==> config.mk <==
export PLATFORM = sky130hd
export DESIGN_NAME = id_ex_register
export DESIGN_NICKNAME = d
export VERILOG_FILES = /design/src/rtl/id_ex_register.sv
export SDC_FILE = /design/constraint.sdc
export NUM_CORES = 1
export LEC_CHECK = 0
export ABC_AREA = 1
export CAP_MARGIN = 20
export CORE_MARGIN = 2
export CORE_UTILIZATION = 38
export CTS_CLUSTER_DIAMETER = 200
export DETAILED_ROUTE_END_ITERATION = 10
export DONT_BUFFER_PORTS = 1
export SLEW_MARGIN = 20
export SYNTH_ARGS = -nofsm -noshare
export SYNTH_HDL_FRONTEND = slang
export SYNTH_SLANG_ARGS = --single-unit
==> constraint.sdc <==
create_clock -name clk -period 1.6 [get_ports clk]
set_input_delay 0.32 -clock clk [delete_from_list [all_inputs] [get_ports clk]]
set_output_delay 0.32 -clock clk [all_outputs]
set_load 0.02 [all_outputs]
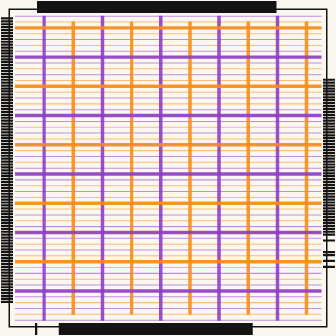
Fig. 1. Floorplan with the power grid.
Pins as bars on the die edge.
VSS: drawn in purple. VDD: drawn in orange.
377 signal pins sit on the boundary. 10 straps on met5. The core has 52 rows.
worst supply voltage drop on vdd: 0.000778 V
Core Box Area: 20200 sq um
die outline width: 147 um
vertical extent of the die: 147 um

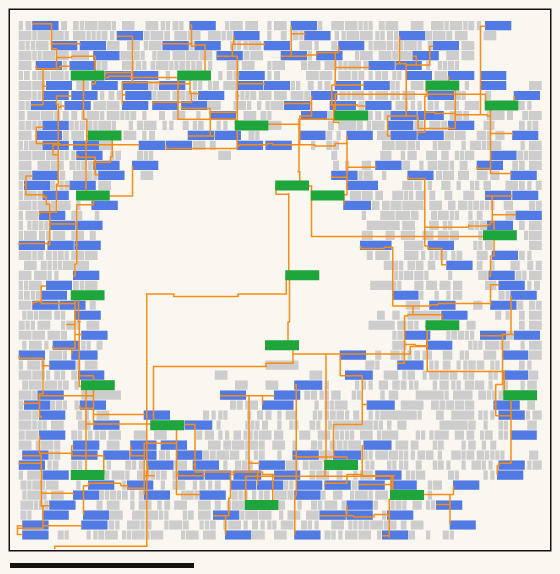
Fig. 2. Clock network drawn from the DEF.
Bar = 50 um.
clock wires: drawn in orange, length 2520 um. clock-net drivers: drawn in green, count 22. flip-flops: drawn in blue, count 202.
Position of the flops: spread over the die.
Latency at later pin: 0.50 ns
share of total power in the clock network: 0.422
Post-Route Skew: 0.0132 ns
power in the clock group: 0.00518 W

==> results.py <==
# Generated from Yosys and OpenROAD reports
metrics = {
    "outcome": {
        "outcome": "finished with violations",
        "failed_checks": "negative setup slack",
    },
    "synthesis": {
        "synth-cells-yosys": 1058,
        "synth-main-ff-cell": "sky130_fd_sc_hd__dfxtp_1",
        "number_of_synthesized_flops_with_an_enable_pin": 0,
        "combined_area_of_all_synthesized_cells_sq_um": 7770,
        "synthTopCellsByArea": "sky130_fd_sc_hd__dfxtp_1 (52%), sky130_fd_sc_hd__nor2_1 (17%), sky130_fd_sc_hd__o21ai_0 (9.9%), sky130_fd_sc_hd__nand2_1 (6.1%), sky130_fd_sc_hd__a21oi_1 (3.0%)",
        "synth-seq-cells": 202,
        "yosys_area_sq_um": 7770,
        "synthCells": 1058,
        "ys_seq_frac": 0.520,
        "yosysTopAreaCellShare": 0.520,
        "netlist.top_cell.by_instances": "sky130_fd_sc_hd__nor2_1",
        "synthesis.nets": 1234,
    },
    "final_timing": {
        "worst_slack_ns": -0.295,
        "hold_ws_ns": 0.0373,
        "finalClockPeriodUsage": 1.18,
        "fin_setup_tns_ns": -0.295,
        "finalSetupViolCount": 1,
        "grt_setup_unrepaired": "yes",
        "total_count_of_max_transition_violations_in_the_final_report": 0,
        "max_slew.worst_pin.slew_ns": 0.728,
    },
    "critical_path": {
        "ff2ff_path_depth": 12,
        "crit_family": "simple AND/OR/NAND/NOR gates",
        "worst-path-buf-inv": 1,
        "crit_cells": 8,
        "critical-path-top-cell-by-count": "sky130_fd_sc_hd__nand2_1",
        "critical-path-slowest-cell": "sky130_fd_sc_hd__dfxtp_2",
        "critical_path_class": "flop to output port",
        "ff_to_ff_setup_slack_ns": 0.01,
        "timing.critical_path.from_type": "flop",
        "cp_slowest_stage_delay_ns": 0.35,
    },
    "final_layout": {
        "final_cell_mix": "sky130_fd_sc_hd__nor2_1 (330), sky130_fd_sc_hd__dlygate4sd3_1 (243), sky130_fd_sc_hd__dfxtp_1 (191), sky130_fd_sc_hd__o21ai_0 (149), sky130_fd_sc_hd__nand2_1 (109)",
        "logic_gates": 752,
        "sequential_share_of_cell_area": 0.343,
        "final_util": 0.588,
        "mostFrequentLayoutCell": "sky130_fd_sc_hd__nor2_1",
        "n_antenna_cell": 2,
        "inv_count": 43,
        "fill_cells": 1701,
        "instances_no_fill": 1616,
        "final-nonclk-buf-share": 0.253,
        "area.growth.synth_to_final_pct": 52.6,
        "post_route_cells_drive_above_1_share": 0.132,
        "finalNetCount": 1506,
        "layout.sequential_cells": 202,
    },
    "clock_network": {
        "tritoncts": "yes",
        "cts_repair_resize_count": 9,
        "clk_root_buffer_cell": "sky130_fd_sc_hd__clkbuf_16",
        "clk_pin_slew_ns": 0.06,
        "clk_path_buf_depth": 3,
        "cts_post_setup_buffers_inserted": 2,
    },
    "placement": {
        "portBuffers": 0,
        "placedCellCount": 1326,
        "placed_area_sq_um": 8370,
        "dp.final_hpwl_mm": 14.8,
        "detailedPlace.worstSlack_ns": 0.0167,
    },
    "flow_run": {
        "number_of_openroad_warnings": 31,
    },
    "die": {
        "floorplan.core_util": 0.385,
        "floorplan.die_area_sq_um": 21600,
        "tap_cell_count": 270,
    },
    "pwr": {
        "seq_power_share": 0.477,
        "total_leakage_power_nw": 5.03,
        "p_int_w": 0.00918,
        "report.power.total_w": 0.0123,
    },
    "drt": {
        "drc": 0,
        "finalWirelength_mm": 26.8,
        "detail_route.wl_per_cell_um": 16.6,
        "drt.antenna.violating_nets": 0,
        "vias": 8228,
        "initialDrtViolationCount": 445,
    },
    "global_routing": {
        "gr-usage-all-layers": 0.231,
        "grt_max_degree": 138,
    },
}
power groups by stage:
stage / clock (W) / sequential (W) / combinational, W
2_1_floorplan: 0 / 0.00590 / 0.000523
3_3_place_gp: 0 / 0.00596 / 0.000570
3_5_place_dp: 0 / 0.00596 / 0.000590
4_1_cts: 0.00529 / 0.00586 / 0.00116
5_1_grt: 0.00548 / 0.00589 / 0.00136
6_report: 0.00518 / 0.00587 / 0.00124
layer usage:
layer / share of wire / global-route usage
met5: 0 / 0
met4: 0.040 / 0.105
met3: 0.085 / 0.0643
met2: 0.50 / 0.414
met1: 0.38 / 0.255
cells by family after synthesis:
family	synth area share
and+or+nand+nor	0.275
AOI/OAI and AO/OA	0.133
DFF	0.520
buffers and inverters	0.0541
xor gates and xnor gates	0.0146
adders and majority gates	0.00322
Power figures rest on the tool's default switching activity, not on a simulated workload.
